### Clock nets

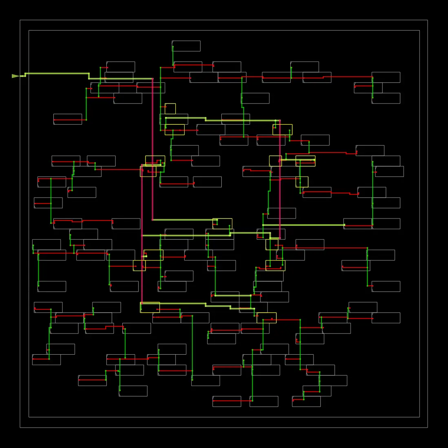
### Port wiring

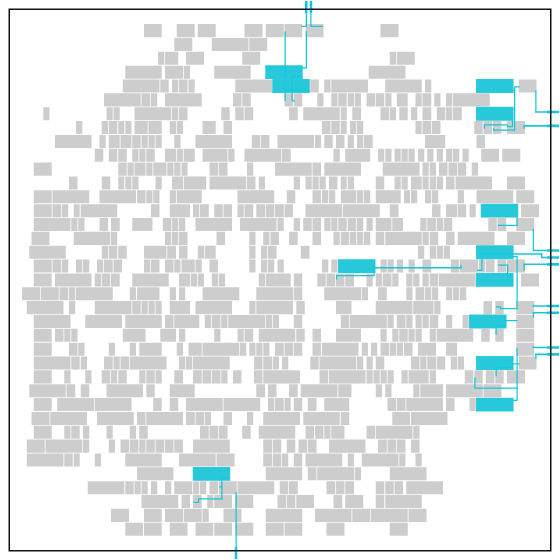
### Clock distribution

Bar = 20 um.
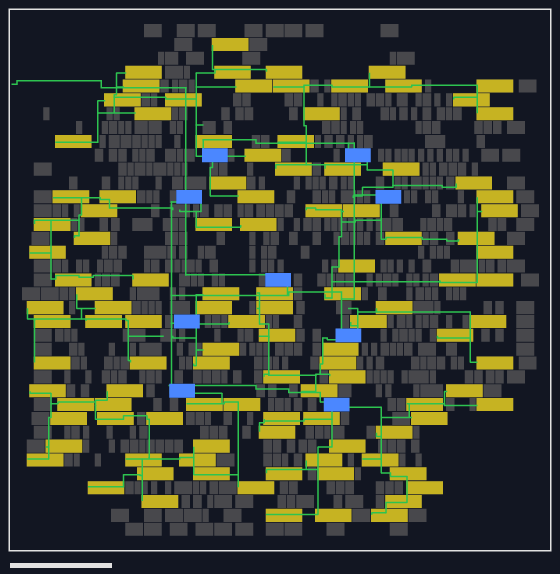
==> config.mk <==
export PLATFORM = sky130hd
export DESIGN_NAME = imem_loader
export DESIGN_NICKNAME = d
export VERILOG_FILES = /design/src/rtl/imem_loader.sv
export SDC_FILE = /design/constraint.sdc
export NUM_CORES = 1
export LEC_CHECK = 0
export ABC_AREA = 1
export CAP_MARGIN = 30
export CORE_MARGIN = 2
export CORE_UTILIZATION = 45
export DETAILED_ROUTE_END_ITERATION = 6
export GPL_TIMING_DRIVEN = 0
export PLACE_DENSITY = 0.72
export SYNTH_ARGS = -nofsm -noshare
export SYNTH_HDL_FRONTEND = slang
export SYNTH_SLANG_ARGS = --single-unit
export TNS_END_PERCENT = 100
==> constraint.sdc <==
create_clock -name clk -period 3.4 [get_ports clk]
set_clock_uncertainty 0.05 [all_clocks]
set_input_delay 1.02 -clock clk [delete_from_list [all_inputs] [get_ports clk]]
set_output_delay 1.02 -clock clk [all_outputs]
set_load 0.02 [all_outputs]
==> summary.rpt <==
IMPLEMENTATION SUMMARY REPORT
----------------------------------------------------
[Layout]
  Tally of non-filler cells in the final layout ........................ roughly 870
  ClkCell Share ........................ 3.08%
  Number of antenna repair diodes ........................ 0
  Multi-input combinational area share ........................ 35.5%
  Area of the multi-input gates ........................ 2050 um^2
  Share of layout cells above drive strength 1 ........................ roughly 6.2%
  Layout area overhead ........................ 23.0%
  Top cell class by occupied area ........................ registers
  Combined flip-flop and latch cell area ........................ between 2000 and 2500 um^2

[Pwr]
  Part of the power in combinational logic ........................ between 10% and 20%
  Power in combinational cells ........................ 357 uW
  Switching power summed over all nets ........................ 730 uW
  Highest ir drop seen on vdd ........................ between 0.2 and 0.25 mV
  Main power-consuming group ........................ sequential cells

[STA]
  Maximum operating frequency ........................ 349 MHz
  Final hold viol count ........................ 0
  Actual slew at the worst max-slew pin ........................ 0.667 ns
  Final Hold Slack ........................ 0.397 ns

[Global route]
  Global-route met2 utilization ........................ 39.4%
  Number of antenna violations at the first check in global routing ........................ 0
  Peak-usage layer in the global routing report ........................ met2
  Pin count of the biggest net entering global routing ........................ 20
  First-pass GRT wire length ........................ 20700 um

[Worst setup path]
  Buf/Inv on CP ........................ 2
  Element type at the critical path start ........................ input pin
  Sequence of cells on the critical path ........................ clkdlybuf4s50_1, or2_1, nor3b_1, nand3_1, nand2_1, nand4_2, buf_2, o21ai_0, a21oi_1
  Stage delay of the slowest cell on the critical path ........................ around 0.59 ns
  Critical Path Stages ........................ 9
  Arrival time of the worst setup path ........................ 3.09 ns

[Placement]
  HPWL reported at the end of detailed placement ........................ slightly above 9000 um
  Placer congestion estimate ........................ 0.861
  Cell area reported after detailed placement ........................ between 5000 and 6000 um^2

[Detailed routing]
  Wirelength, routed ........................ 12500 um
  DR iter-0 viols ........................ 219
  Routed length on met1 ........................ 5550 um

[CTS]
  Hold-fix buffer count after cts ........................ 0
  Clock-pin slew reported for the worst setup and hold paths after clock tree synthesis ........................ 0.11 ns
  Sink Count ........................ about 110

[Logic synthesis]
  Count of different cell masters after synthesis ........................ 29
  Average instance area after synthesis ........................ ~7.3 um^2
  Post-synthesis adder-cell area fraction ........................ 1.33%
  Simple logic cell fraction of the synthesized area ........................ 23.1%
  Synth logic family ........................ simple AND/OR/NAND/NOR gates
  Most common cell in the synthesized netlist ........................ dfxtp_1
  Number of instances in the synthesized netlist ........................ 643
  Area leader, netlist ........................ dfxtp_1
  XOR/XNOR Area Share ........................ 0%

[Floorplanning]
  FP Util ........................ 45.8%
  Area of the die ........................ 11200 um^2
  Number of tap cells inserted ........................ 136

[Status]
  Run status ........................ completed

[Hold path]
  Min-Delay Path Class ........................ reg -> reg

----------------------------------------------------
Notes on 'Clock nets' above:
clock latency at the later pin of the worst-skew pair: 0.38 ns
tally of clock buffers in the finished layout: 9
number of buffers created by CTS: 9
flip-flop and latch count: 112
clock group power: 744 uW

Notes on 'Port wiring' above:
mem_addr -> cyan  # bits 12, direction output, end cells 12, buffers 12, wire 229 um
count of boundary I/O pins: 75
tally of buffers added on design ports: 73

Notes on 'Clock distribution' above:
flip-flops -> yellow  # count 112
cells driving clock nets -> blue  # count 9
clock wires -> green  # length 1240 um
routed clock nets = 10
flops lie = widely spread
clock share of power: 30.0%

No activity file was given, so power comes from the tool's default toggle rates.
